### config.mk
export PLATFORM = sky130hd
export DESIGN_NAME = multi_cycle_ctrl_flat
export DESIGN_NICKNAME = d
export VERILOG_FILES = /design/src/rtl/multi_cycle_ctrl_if.sv /design/src/rtl/multi_cycle_ctrl.sv /design/src/flat_wrapper.sv
export SDC_FILE = /design/constraint.sdc
export NUM_CORES = 1
export LEC_CHECK = 0
export ABC_AREA = 1
export CORE_UTILIZATION = 48
export CTS_CLUSTER_DIAMETER = 150
export CTS_CLUSTER_SIZE = 24
export DETAILED_ROUTE_END_ITERATION = 10
export PLACE_DENSITY = 0.91
export SYNTH_ARGS = -nofsm -noshare
export SYNTH_HDL_FRONTEND = slang
export SYNTH_SLANG_ARGS = --single-unit
### constraint.sdc
create_clock -name clk -period 2 [get_ports clk]
set_input_delay 0.5 -clock clk [delete_from_list [all_inputs] [get_ports clk]]
set_output_delay 0.5 -clock clk [all_outputs]
set_load 0.02 [all_outputs]
### src/rtl/multi_cycle_ctrl_if.sv
// Bundle of signals between the multi-cycle control FSM and the datapath.
// The master side is the controller. The slave side is the datapath and memory.
interface multi_cycle_ctrl_if #(
  parameter int CNT_W = 16
);
  logic [5:0]       op;
  logic             zero;
  logic             mem_ready;
  logic             IRWr;
  logic             PCWr;
  logic             PCWrCond;
  logic [1:0]       PCSrc;
  logic             MemRd;
  logic             MemWr;
  logic             IorD;
  logic             RegWr;
  logic             RegDst;
  logic             MemtoReg;
  logic [1:0]       ALUSrcB;
  logic [1:0]       ALUOp;
  logic             illegal;
  logic [2:0]       state;
  logic [CNT_W-1:0] retired;
  logic [CNT_W-1:0] ill_cnt;

  modport master (
    input  op, zero, mem_ready,
    output IRWr, PCWr, PCWrCond, PCSrc, MemRd, MemWr, IorD, RegWr, RegDst,
           MemtoReg, ALUSrcB, ALUOp, illegal, state, retired, ill_cnt
  );

  modport slave (
    output op, zero, mem_ready,
    input  IRWr, PCWr, PCWrCond, PCSrc, MemRd, MemWr, IorD, RegWr, RegDst,
           MemtoReg, ALUSrcB, ALUOp, illegal, state, retired, ill_cnt
  );
endinterface

### src/rtl/multi_cycle_ctrl.sv
// Multi-cycle control FSM for the instruction-register / field-decoder datapath.
// It steps each instruction through IF, ID, EX, MEM and WB according to its opcode class.
// The IF and MEM states stall on mem_ready.
// The module counts retired instructions and illegal opcodes.
module multi_cycle_ctrl #(
  parameter int CNT_W = 16
) (
  input  logic               clk,
  input  logic               rst,
  multi_cycle_ctrl_if.master bus
);

  typedef enum logic [2:0] {
    S_IF  = 3'd0,
    S_ID  = 3'd1,
    S_EX  = 3'd2,
    S_MEM = 3'd3,
    S_WB  = 3'd4
  } state_e;

  typedef enum logic [2:0] {
    C_R, C_LW, C_SW, C_ADDI, C_BEQ, C_J, C_ILL
  } cls_e;

  state_e           state_q;
  logic [CNT_W-1:0] retired_q;
  logic [CNT_W-1:0] ill_q;
  cls_e             cls;
  logic             retire;
  logic             ill_hit;

  // The datapath consumes the zero flag directly through PCWrCond.
  // The controller itself never needs it.
  logic unused_zero;
  assign unused_zero = bus.zero;

  // Sort the opcode into its instruction class.
  function automatic cls_e decode(input logic [5:0] op);
    cls_e c;
    case (op[5:4])
      2'b00: c = C_R;
      2'b01: begin
        case (op[3:0])
          4'h0:    c = C_LW;
          4'h1:    c = C_SW;
          4'h2:    c = C_ADDI;
          4'h3:    c = C_BEQ;
          default: c = C_ILL;
        endcase
      end
      2'b10:   c = C_J;
      default: c = C_ILL;
    endcase
    return c;
  endfunction

  assign cls = decode(bus.op);

  // Control outputs decoded from state, class and mem_ready. All outputs are held at 0 while in reset.
  always_comb begin
    // NOTE: every output gets a default first so no path through the case infers a latch.
    bus.IRWr     = 1'b0;
    bus.PCWr     = 1'b0;
    bus.PCWrCond = 1'b0;
    bus.PCSrc    = 2'b00;
    bus.MemRd    = 1'b0;
    bus.MemWr    = 1'b0;
    bus.IorD     = 1'b0;
    bus.RegWr    = 1'b0;
    bus.RegDst   = 1'b0;
    bus.MemtoReg = 1'b0;
    bus.ALUSrcB  = 2'b00;
    bus.ALUOp    = 2'b00;
    bus.illegal  = 1'b0;
    retire       = 1'b0;
    ill_hit      = 1'b0;
    if (!rst) begin
      case (state_q)
        S_IF: begin
          bus.MemRd = 1'b1;
          if (bus.mem_ready) begin
            bus.IRWr    = 1'b1;
            bus.PCWr    = 1'b1;
            bus.ALUSrcB = 2'b01;
          end
        end
        S_ID: begin
          bus.ALUSrcB = 2'b11;
          if (cls == C_ILL) begin
            bus.illegal = 1'b1;
            ill_hit     = 1'b1;
          end
        end
        S_EX: begin
          case (cls)
            C_R: bus.ALUOp = 2'b10;
            C_LW, C_SW, C_ADDI: bus.ALUSrcB = 2'b10;
            C_BEQ: begin
              bus.ALUOp    = 2'b01;
              bus.PCWrCond = 1'b1;
              bus.PCSrc    = 2'b01;
              retire       = 1'b1;
            end
            C_J: begin
              bus.PCWr  = 1'b1;
              bus.PCSrc = 2'b10;
              retire    = 1'b1;
            end
            default: ;
          endcase
        end
        S_MEM: begin
          bus.IorD  = 1'b1;
          bus.MemRd = (cls == C_LW);
          bus.MemWr = (cls == C_SW);
          retire    = (cls == C_SW) && bus.mem_ready;
        end
        S_WB: begin
          bus.RegWr    = 1'b1;
          bus.RegDst   = (cls == C_R);
          bus.MemtoReg = (cls == C_LW);
          retire       = 1'b1;
        end
        default: ;
      endcase
    end
  end

  assign bus.state   = rst ? 3'd0 : state_q;
  assign bus.retired = retired_q;
  assign bus.ill_cnt = ill_q;

  // State sequencing and the wrapping retired / illegal counters.
  always_ff @(posedge clk) begin
    // NOTE: registered state uses non-blocking assignments so all flops update together at the edge.
    if (rst) begin
      state_q   <= S_IF;
      retired_q <= '0;
      ill_q     <= '0;
    end else begin
      if (retire)  retired_q <= retired_q + CNT_W'(1);
      if (ill_hit) ill_q     <= ill_q + CNT_W'(1);
      case (state_q)
        S_IF:  if (bus.mem_ready) state_q <= S_ID;
        S_ID:  state_q <= (cls == C_ILL) ? S_IF : S_EX;
        S_EX: begin
          case (cls)
            C_R, C_ADDI: state_q <= S_WB;
            C_LW, C_SW:  state_q <= S_MEM;
            default:     state_q <= S_IF;
          endcase
        end
        S_MEM: if (bus.mem_ready) state_q <= (cls == C_LW) ? S_WB : S_IF;
        S_WB:  state_q <= S_IF;
        default: state_q <= S_IF;
      endcase
    end
  end

endmodule
### src/flat_wrapper.sv
// flat-port wrapper written by rule: the top's interface ports become plain ports
module multi_cycle_ctrl_flat 
#(
  parameter int CNT_W = 16
)
  (clk, rst, bus_op, bus_zero, bus_mem_ready, bus_IRWr, bus_PCWr, bus_PCWrCond, bus_PCSrc, bus_MemRd, bus_MemWr, bus_IorD, bus_RegWr, bus_RegDst, bus_MemtoReg, bus_ALUSrcB, bus_ALUOp, bus_illegal, bus_state, bus_retired, bus_ill_cnt);
  multi_cycle_ctrl_if #(.CNT_W(CNT_W)) bus_i ();
  input  logic clk;
  input  logic rst;
  input wire logic [$bits(bus_i.op)-1:0] bus_op;
  input wire logic [$bits(bus_i.zero)-1:0] bus_zero;
  input wire logic [$bits(bus_i.mem_ready)-1:0] bus_mem_ready;
  output wire logic [$bits(bus_i.IRWr)-1:0] bus_IRWr;
  output wire logic [$bits(bus_i.PCWr)-1:0] bus_PCWr;
  output wire logic [$bits(bus_i.PCWrCond)-1:0] bus_PCWrCond;
  output wire logic [$bits(bus_i.PCSrc)-1:0] bus_PCSrc;
  output wire logic [$bits(bus_i.MemRd)-1:0] bus_MemRd;
  output wire logic [$bits(bus_i.MemWr)-1:0] bus_MemWr;
  output wire logic [$bits(bus_i.IorD)-1:0] bus_IorD;
  output wire logic [$bits(bus_i.RegWr)-1:0] bus_RegWr;
  output wire logic [$bits(bus_i.RegDst)-1:0] bus_RegDst;
  output wire logic [$bits(bus_i.MemtoReg)-1:0] bus_MemtoReg;
  output wire logic [$bits(bus_i.ALUSrcB)-1:0] bus_ALUSrcB;
  output wire logic [$bits(bus_i.ALUOp)-1:0] bus_ALUOp;
  output wire logic [$bits(bus_i.illegal)-1:0] bus_illegal;
  output wire logic [$bits(bus_i.state)-1:0] bus_state;
  output wire logic [$bits(bus_i.retired)-1:0] bus_retired;
  output wire logic [$bits(bus_i.ill_cnt)-1:0] bus_ill_cnt;
  assign bus_i.op = bus_op;
  assign bus_i.zero = bus_zero;
  assign bus_i.mem_ready = bus_mem_ready;
  assign bus_IRWr = bus_i.IRWr;
  assign bus_PCWr = bus_i.PCWr;
  assign bus_PCWrCond = bus_i.PCWrCond;
  assign bus_PCSrc = bus_i.PCSrc;
  assign bus_MemRd = bus_i.MemRd;
  assign bus_MemWr = bus_i.MemWr;
  assign bus_IorD = bus_i.IorD;
  assign bus_RegWr = bus_i.RegWr;
  assign bus_RegDst = bus_i.RegDst;
  assign bus_MemtoReg = bus_i.MemtoReg;
  assign bus_ALUSrcB = bus_i.ALUSrcB;
  assign bus_ALUOp = bus_i.ALUOp;
  assign bus_illegal = bus_i.illegal;
  assign bus_state = bus_i.state;
  assign bus_retired = bus_i.retired;
  assign bus_ill_cnt = bus_i.ill_cnt;
  multi_cycle_ctrl #(.CNT_W(CNT_W)) u_core (.clk(clk), .rst(rst), .bus(bus_i));
endmodule
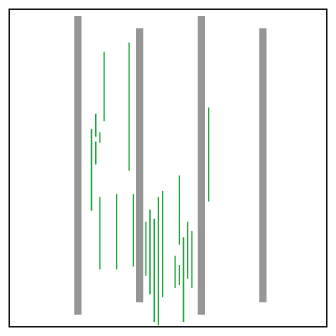
**Above:** M4 wires.
Supply wires on this layer in gray.
nets with wire on the layer: 21
share of all routed wire: 4.2%

==> Changelog: implementation <==
## Flow update

* CP Depth at 7
* Cell chain of the critical path: buf_6 > nor2_2 > nand3_2 > nand2_4 > inv_2 > nor4_2 > buf_4
* Crit-path leading delay family: simple AND/OR/NAND/NOR gates
* Distinct lib cells used at 37
* WL per Instance at 15.1 um
* Synth Area in Adders at 0.0114
* Placed Instance Area at 0.00304 mm2
* Post-synth top cells: nand2_1 (83), nor2_1 (53), inv_1 (40)
* Final setup viols at 5
* Layout non-clock buf frac at 0.256
* Setup TNS Final at -0.185 ns
* Fin. Hold Viols at 0
* Hold Path Class: reg2reg
* Status: finished, violations left
* P_comb at 0.254 mW
* Net Sw Power at 0.431 mW
* Cell count after synthesis at 340
* Fin. max-slew vios at 0
* Met2 Usage GRT at 0.506
* Violated checks: negative setup slack
* I/O Pins at 61
* Mux cell area share at 0
* Multi-input gate share of total cell area at 0.415
* Worst Tran Pin Value at 0.375 ns
* Clock power share at 0.447
* Non-clk invs at 46
* Switching share of power at 0.248
* Clock Power at 0.776 mW
* Min Clock Period, post-route at 2.06 ns
* Final Cycle Share at 1.03
* Critical path's slowest cell: nor4_2
* R2R depth at 12
* Grt met1 use at 0.328
* Clock sinks at 35
* Share of layout cells above drive strength 1 at 0.300
* CP peak stage delay at 0.23 ns
* All-layer global routing usage at 0.288
* Flop area at 713 um2
* N_taps at 52
* Mapped cell area at 0.00219 mm2
* Yosys xor share at 0.0400
* Final WS setup at -0.0602 ns
* Area grow syn2layout at 51.0%
* Area leader, netlist: dfxtp_1
* CTS Root Cell: clkbuf_8
* Worst setup path end: bus_MemWr
* Core area at 0.00438 mm2
* Reg2reg setup slack at 0.22 ns
* Unrepaired setup endpoints after global routing: true
* Seq pwr share at 0.406
* Most used routing layer: met2
* Routed Antenna Nets at 0
* Layout clock buffers at 6
* Yosys reg bits at 35
* Iteration-0 DRC Markers at 194
* Most numerous logic cells after layout: nand2_1 (73), buf_4 (48), nor2_1 (46)
* Latency at later pin at 0.30 ns
* Crit start category: input port
* Routed WL at 7.36 mm
* Maximum vdd ir drop at 0.000511 V
* Pwr Total at 1.74 mW
* R2r endpoint: u_core.bus.retired[14]
* Sequential cell area share at 0.216
* Largest net degree at the start of global routing at 24
* Met2 wire len at 3.72 mm
* Grt total ovfl at 0
* Count leader, synth: nand2_1
* Max FO, Critical Path at 5
* Power Density at 525 mW/mm2
* Top layer in use: met4
* Clk cell area share at 0.0401
* Final nets at 447
* Metal-1 WL at 2.80 mm
* Max Clk Rate at 0.485 GHz
* WS Path Type: in2out
* Max-area cell class: logic gates
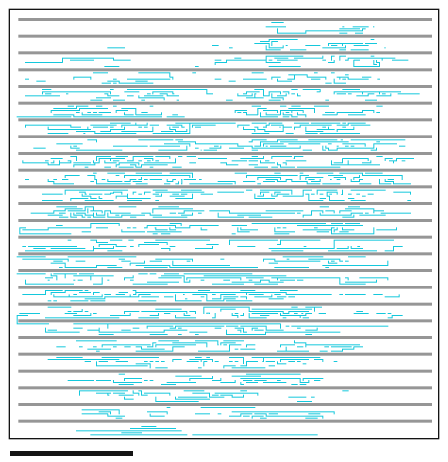
**Above:** the metal 1 layer.
The bar under the picture is 20 um long. Supply wires on this layer in gray.
nets with wire on the layer: 407
share of all routed wire: 38%
main direction: horizontal
wire length on this layer: 2800 um

Power figures rest on the tool's default switching activity, not on a simulated workload.
